==> config.mk <==
export PLATFORM = sky130hd
export DESIGN_NAME = pmac_pipe
export DESIGN_NICKNAME = d
export VERILOG_FILES = /design/src/rtl/pmac_pipe.sv
export SDC_FILE = /design/constraint.sdc
export NUM_CORES = 1
export LEC_CHECK = 0
export CAP_MARGIN = 15
export CELL_PAD_IN_SITES_DETAIL_PLACEMENT = 0
export CELL_PAD_IN_SITES_GLOBAL_PLACEMENT = 1
export CORE_ASPECT_RATIO = 0.5
export CORE_MARGIN = 5
export CORE_UTILIZATION = 25
export CTS_BUF_LIST = sky130_fd_sc_hd__clkbuf_4 sky130_fd_sc_hd__clkbuf_8 sky130_fd_sc_hd__clkbuf_16
export DETAILED_ROUTE_END_ITERATION = 12
export GPL_TIMING_DRIVEN = 0
export PLACE_DENSITY = 0.56
export RECOVER_POWER = 100
export REMOVE_ABC_BUFFERS = 1
export SETUP_SLACK_MARGIN = 0.15
export SLEW_MARGIN = 25
export SYNTH_ARGS = -nofsm -noshare
export SYNTH_HDL_FRONTEND = slang
export SYNTH_SLANG_ARGS = --single-unit
==> constraint.sdc <==
create_clock -name clk -period 2.9 [get_ports clk]
set_input_delay 0.725 -clock clk [delete_from_list [all_inputs] [get_ports clk]]
set_output_delay 0.725 -clock clk [all_outputs]
set_load 0.01 [all_outputs]
**Run 1: power grid**

Pins as bars on the die edge.
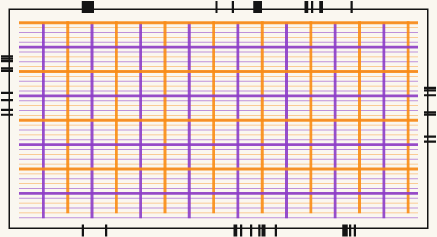
VDD: in orange. VSS: in purple.
8 straps on met5. 41 met1 rails follow the rows.
peak supply drop: 0.553 mV
Die W: 233 um

**Run 1: placed cells, one color a class**

Bar = 50 um.
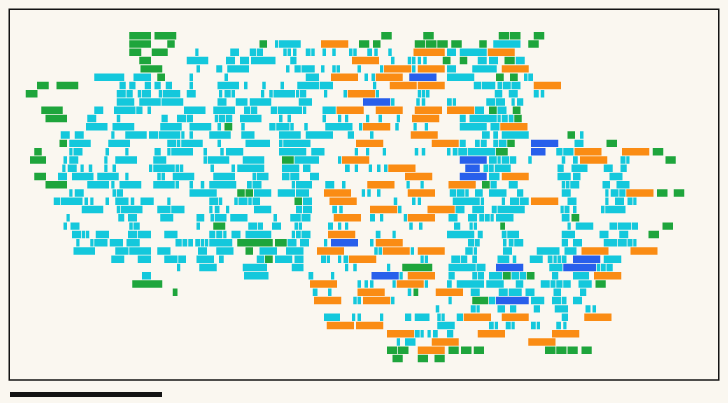
clock drivers and dummy loads: in blue, cells 13. remaining logic cells: in cyan, cells 615. remaining buffers and delay cells: in green, cells 84. registers: in orange, cells 68.
Final Util: 0.349
finished layout cell area: 8460 sq um
share of cell area taken by flip-flops and latches: 0.202

**Run 1: clock distribution**

Bar = 50 um.
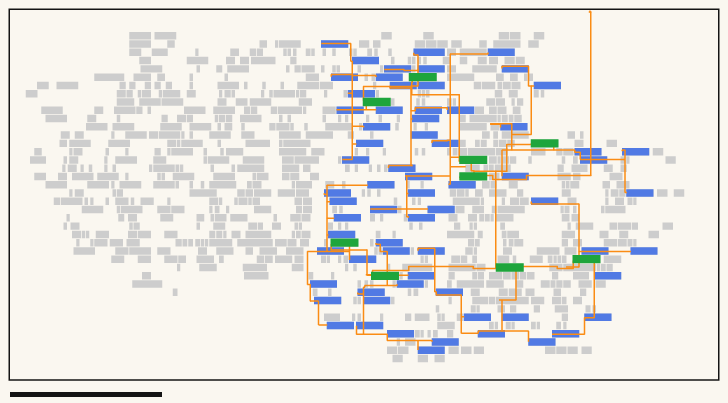
clock wires: in orange, length 1140 um. flip-flops: in blue, count 68. clock-net drivers: in green, count 9.
There are 10 routed clock nets.
Clock Skews: 0.00686 ns
share of power burned in the clock network: 0.165
Skew-Pair Late Insertion Delay: 0.34 ns
reported clock group power: 1.19 mW

==> reports/summary.txt, run 1 <==
Run status -> finished, violations left
Failing checks -> setup timing
Setup bufs post-CTS -> 25
Total power of the final layout -> 7.20 mW
Most popular library cell in the synthesized design by count -> nand2_1
Top Layout Cells -> 161 x nand2_1, 67 x dfrtp_1, 51 x inv_1
Nets -> 904
Max FO, Critical Path -> 7
Leading power group -> combinational logic
Xor/xnor share of the synthesized area -> 0.0807
Share of synthesized registers carrying an async set or reset -> 1.00
YS chip area -> 6200 sq um
AND-OR/OR-AND share of the synthesized area -> 0.119
Multi-input combinational cell area -> 4880 sq um
Part of the cycle the worst path needs -> 1.75
Drt drc -> 0
Remaining antenna violation count -> 0
Internal power summed over all cells -> 4.17 mW
GR met3 Demand/Resource -> 0.0196
Critical path data required time -> 3.12 ns
Well tap count -> 336
Most numerous logic cell after layout -> nand2_1
Die Footprint -> 28200 sq um
GRT Max-Usage Layer -> met2
Number of cells on the worst hold path -> 2
Largest cell class by area -> multi-input combinational cells
Number of distinct library cells after synthesis -> 52
Share of synthesized area spent on multiplexers -> 0.00747
Worst path slowest cell -> fa_1
Buffer levels on the longest clock path -> 2
Leakage -> 4.04 nW
Post-synthesis share of cell area spent on and, or, nand and nor gates -> 0.209
Top cell family by delay on the critical path -> adder cells
Crit path top cell by count -> fa_1
Clock buffer cells -> 11
Delay of the slowest critical-path stage -> 0.50 ns
Average wire length per cell after detail routing -> 13.9 um
Cell area after placement -> 7140 sq um
Total detailed-routing wirelength -> 15500 um
Placed Instances -> 1073
Antenna Diode Count -> 0
Post-synth tally of flip-flops with integrated enable -> 0
Max FFs per register -> 36
Number of buffers outside the clock class in the layout -> 84
Tally of max-capacitance violations -> 0
Wire length on met3 -> 353 um
Cells along the critical path -> buf_12 > and2_4 > fa_1 > fa_1 > inv_1 > fa_1 > inv_2 > ha_4 > ha_4 > fa_2 > a21o_1 > a41oi_2 > and3_4 > nor2_2 > xnor2_2 > nand4b_4 > o41ai_2 > xnor3_1 > mux2_4
Non-clock buffering overhead -> 0.109
Largest logic family -> adder cells
Detailed-route via count -> 4868
Port Buffers -> 50
Pre-antenna DRT Iters -> 4
Worst-margin pin slew -> 1.25 ns
Worst Reg-to-Reg Cells -> 12
Number of ordinary inverters in the final layout -> 57
Max Clock Freq -> 0.198 GHz
Core region area -> 24200 sq um
Clock transition at the register clock pins on the worst setup and hold paths after CTS -> 0.05 ns
Via density -> 4.36
Logic depth of the worst setup path including buffers -> 19
Worst Slack Setup Final -> -2.16 ns
Total of flip-flops plus latches after synthesis -> 68
Overall track demand over capacity in global routing -> 0.113
Final Setup Violations -> 16
Initial antenna violation count -> 0
Seq pwr -> 1.37 mW
Count of instances resized after the clock tree is built -> 237
Post-synthesis cell count from yosys -> 704
Overflow left after global routing -> 0
**Run 1: clock nets**

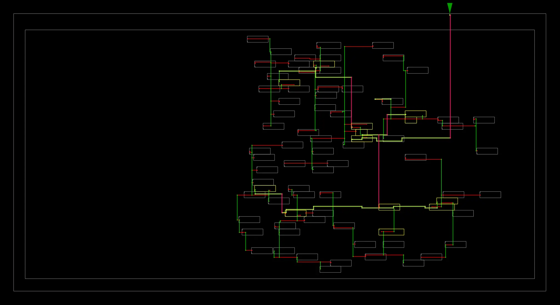

--- run 2 (diff from run 1) ---
--- a/config.mk
+++ b/config.mk
@@ -13,8 +13,9 @@
 export CORE_UTILIZATION = 25
 export CTS_BUF_LIST = sky130_fd_sc_hd__clkbuf_4 sky130_fd_sc_hd__clkbuf_8 sky130_fd_sc_hd__clkbuf_16
 export DETAILED_ROUTE_END_ITERATION = 12
+export DONT_BUFFER_PORTS = 1
 export GPL_TIMING_DRIVEN = 0
-export PLACE_DENSITY = 0.56
+export PLACE_DENSITY = 0.52
 export RECOVER_POWER = 100
 export REMOVE_ABC_BUFFERS = 1
 export SETUP_SLACK_MARGIN = 0.15
**Run 2: clock nets**

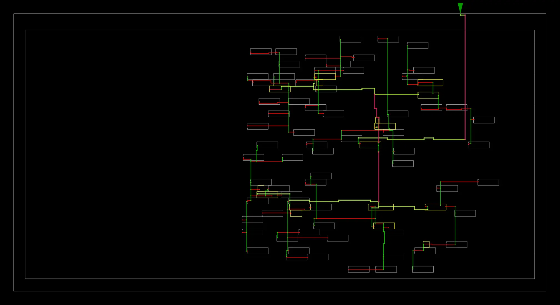
Clock Skews: 0.00445 ns
TritonCTS buffer count: 9
CTS sink count: 68
number of flip-flops and latches: 68

**Run 2: placed cells, one color a class**

Bar = 50 um.
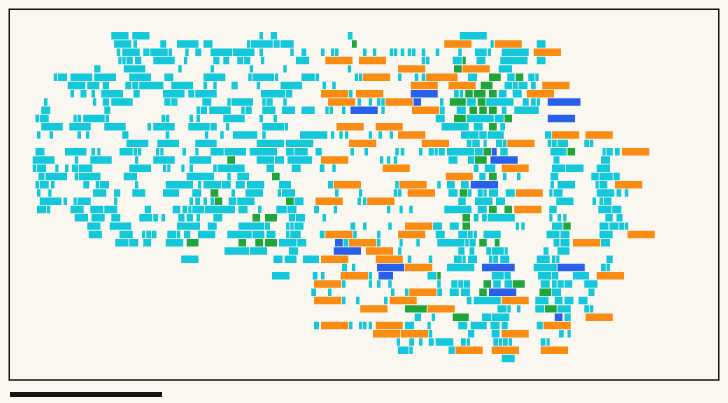
registers: in orange, cells 68. remaining buffers and delay cells: in green, cells 48. clock drivers and dummy loads: in blue, cells 16. remaining logic cells: in cyan, cells 615.
finished layout cell area: 8010 sq um
Final Util: 0.331
core region area: 24200 sq um
FP Rows: 40
share of cell area taken by flip-flops and latches: 0.213

==> reports/summary.txt, run 2 <==
Logic depth of the worst setup path including buffers -> 19 (unchanged)
Top Layout Cells -> 163 x nand2_1, 67 x dfrtp_1, 49 x and2_1 (was 161 x nand2_1, 67 x dfrtp_1, 51 x inv_1)
Worst min-delay path category -> in2async (was reg2reg)
Overflow left after global routing -> 0 (unchanged)
Reported clock group power -> 1.21 mW (was 1.19 mW)
Crit path top cell by count -> fa_1 (unchanged)
Adders+Majority by Area -> 0.260 (unchanged)
Initial antenna violation count -> 0 (unchanged)
Well tap count -> 336 (unchanged)
Data arrival time of the critical path -> 5.14 ns (was 5.28 ns)
Worst path slowest cell -> fa_1 (unchanged)
Internal power summed over all cells -> 4.31 mW (was 4.17 mW)
Share of synthesized registers carrying an async set or reset -> 1.00 (unchanged)
Area used by sequential logic in the layout -> 1710 sq um (unchanged)
Largest cell class by area -> multi-input combinational cells (unchanged)
Worst Reg-to-Reg Cells -> 13 (was 12)
Overall track demand over capacity in global routing -> 0.115 (was 0.113)
GR met3 Demand/Resource -> 0.0253 (was 0.0196)
Nets -> 868 (was 904)
Total of flip-flops plus latches after synthesis -> 68 (unchanged)
H-tree level count -> 3 (unchanged)
Tally of max-capacitance violations -> 0 (unchanged)
Wire length on met3 -> 614 um (was 353 um)
Number of filler cells placed in the layout -> 2542 (was 2504)
Post-synthesis share of cell area spent on and, or, nand and nor gates -> 0.209 (unchanged)
Most popular library cell in the synthesized design by count -> nand2_1 (unchanged)
Share of synthesized area spent on multiplexers -> 0.00747 (unchanged)
Total detailed-routing wirelength -> 15800 um (was 15500 um)
YS chip area -> 6200 sq um (unchanged)
Total tool warning count -> 27 (unchanged)
Number of ordinary inverters in the final layout -> 57 (unchanged)
Via density -> 4.45 (was 4.36)
Average wire length per cell after detail routing -> 14.6 um (was 13.9 um)
Die Footprint -> 28200 sq um (unchanged)
Largest logic family -> adder cells (unchanged)
Detailed-route via count -> 4820 (was 4868)
Leakage -> 3.75 nW (was 4.04 nW)
Clock transition at the register clock pins on the worst setup and hold paths after CTS -> 0.06 ns (was 0.05 ns)
Cells along the critical path -> nand2_1 > xnor2_2 > fa_1 > fa_1 > fa_1 > inv_2 > fa_1 > inv_2 > ha_4 > a21o_2 > nand2_1 > and3_4 > buf_6 > o31ai_4 > a21oi_2 > xor2_2 > or4_4 > xnor3_1 > o21ai_1 (was buf_12 > and2_4 > fa_1 > fa_1 > inv_1 > fa_1 > inv_2 > ha_4 > ha_4 > fa_2 > a21o_1 > a41oi_2 > and3_4 > nor2_2 > xnor2_2 > nand4b_4 > o41ai_2 > xnor3_1 > mux2_4)
Number of hold buffers added after cts -> 0 (unchanged)
Most numerous logic cell after layout -> nand2_1 (unchanged)
GRT Max-Usage Layer -> met2 (unchanged)
Die W -> 233 um (unchanged)
AND-OR/OR-AND share of the synthesized area -> 0.119 (unchanged)
Met2 usage in global routing -> 0.186 (was 0.180)
Count of instances resized after the clock tree is built -> 112 (was 237)
Failing checks -> setup timing (unchanged)
Non-clock buffering overhead -> 0.0520 (was 0.109)
Critical path data required time -> 3.12 ns (about the same)
Clock root buffer -> clkbuf_16 (unchanged)
Pre-antenna DRT Iters -> 4 (unchanged)
Drt drc -> 0 (unchanged)
Post-synth tally of flip-flops with integrated enable -> 0 (unchanged)
Power spent charging and discharging nets -> 3.15 mW (was 3.02 mW)
Total power of the final layout -> 7.45 mW (was 7.20 mW)
Number of buffers outside the clock class in the layout -> 48 (was 84)
Max Clock Freq -> 0.203 GHz (was 0.198 GHz)
Worst Slack Setup Final -> -2.02 ns (was -2.16 ns)
Delay of the slowest critical-path stage -> 0.54 ns (was 0.50 ns)
Share of power burned in the clock network -> 0.162 (was 0.165)
Cell area after placement -> 6650 sq um (was 7140 sq um)
Clock buffer cells -> 12 (was 11)
Multi-input combinational cell area -> 4920 sq um (was 4880 sq um)
Port Buffers -> 0 (was 50)
Peak supply drop -> 0.551 mV (was 0.553 mV)
Max FO, Critical Path -> 9 (was 7)
Final std cells w/o fill -> 1083 (was 1116)
Worst-margin pin slew -> 1.26 ns (was 1.25 ns)
Run status -> finished, violations left (unchanged)
Setup bufs post-CTS -> 29 (was 25)
Clk tree area frac -> 0.0408 (was 0.0370)
Part of the cycle the worst path needs -> 1.70 (was 1.75)
Post-synthesis cell count from yosys -> 704 (unchanged)
Leading power group -> combinational logic (unchanged)
Max-slew violation count -> 0 (unchanged)
Number of distinct library cells after synthesis -> 52 (unchanged)
Max FFs per register -> 36 (unchanged)
Largest cells by area after synthesis -> dfrtp_1 27%, fa_1 15%, ha_1 12% (unchanged)
Top cell family by delay on the critical path -> adder cells (unchanged)
Remaining antenna violation count -> 0 (unchanged)
Antenna Diode Count -> 0 (unchanged)
Buffer levels on the longest clock path -> 2 (unchanged)
Skew-Pair Late Insertion Delay -> 0.34 ns (about the same)
Final Setup Violations -> 20 (was 16)
Xor/xnor share of the synthesized area -> 0.0807 (unchanged)
Placed Instances -> 1023 (was 1073)
Seq pwr -> 1.38 mW (was 1.37 mW)
Power figures rest on the tool's default switching activity, not on a simulated workload.
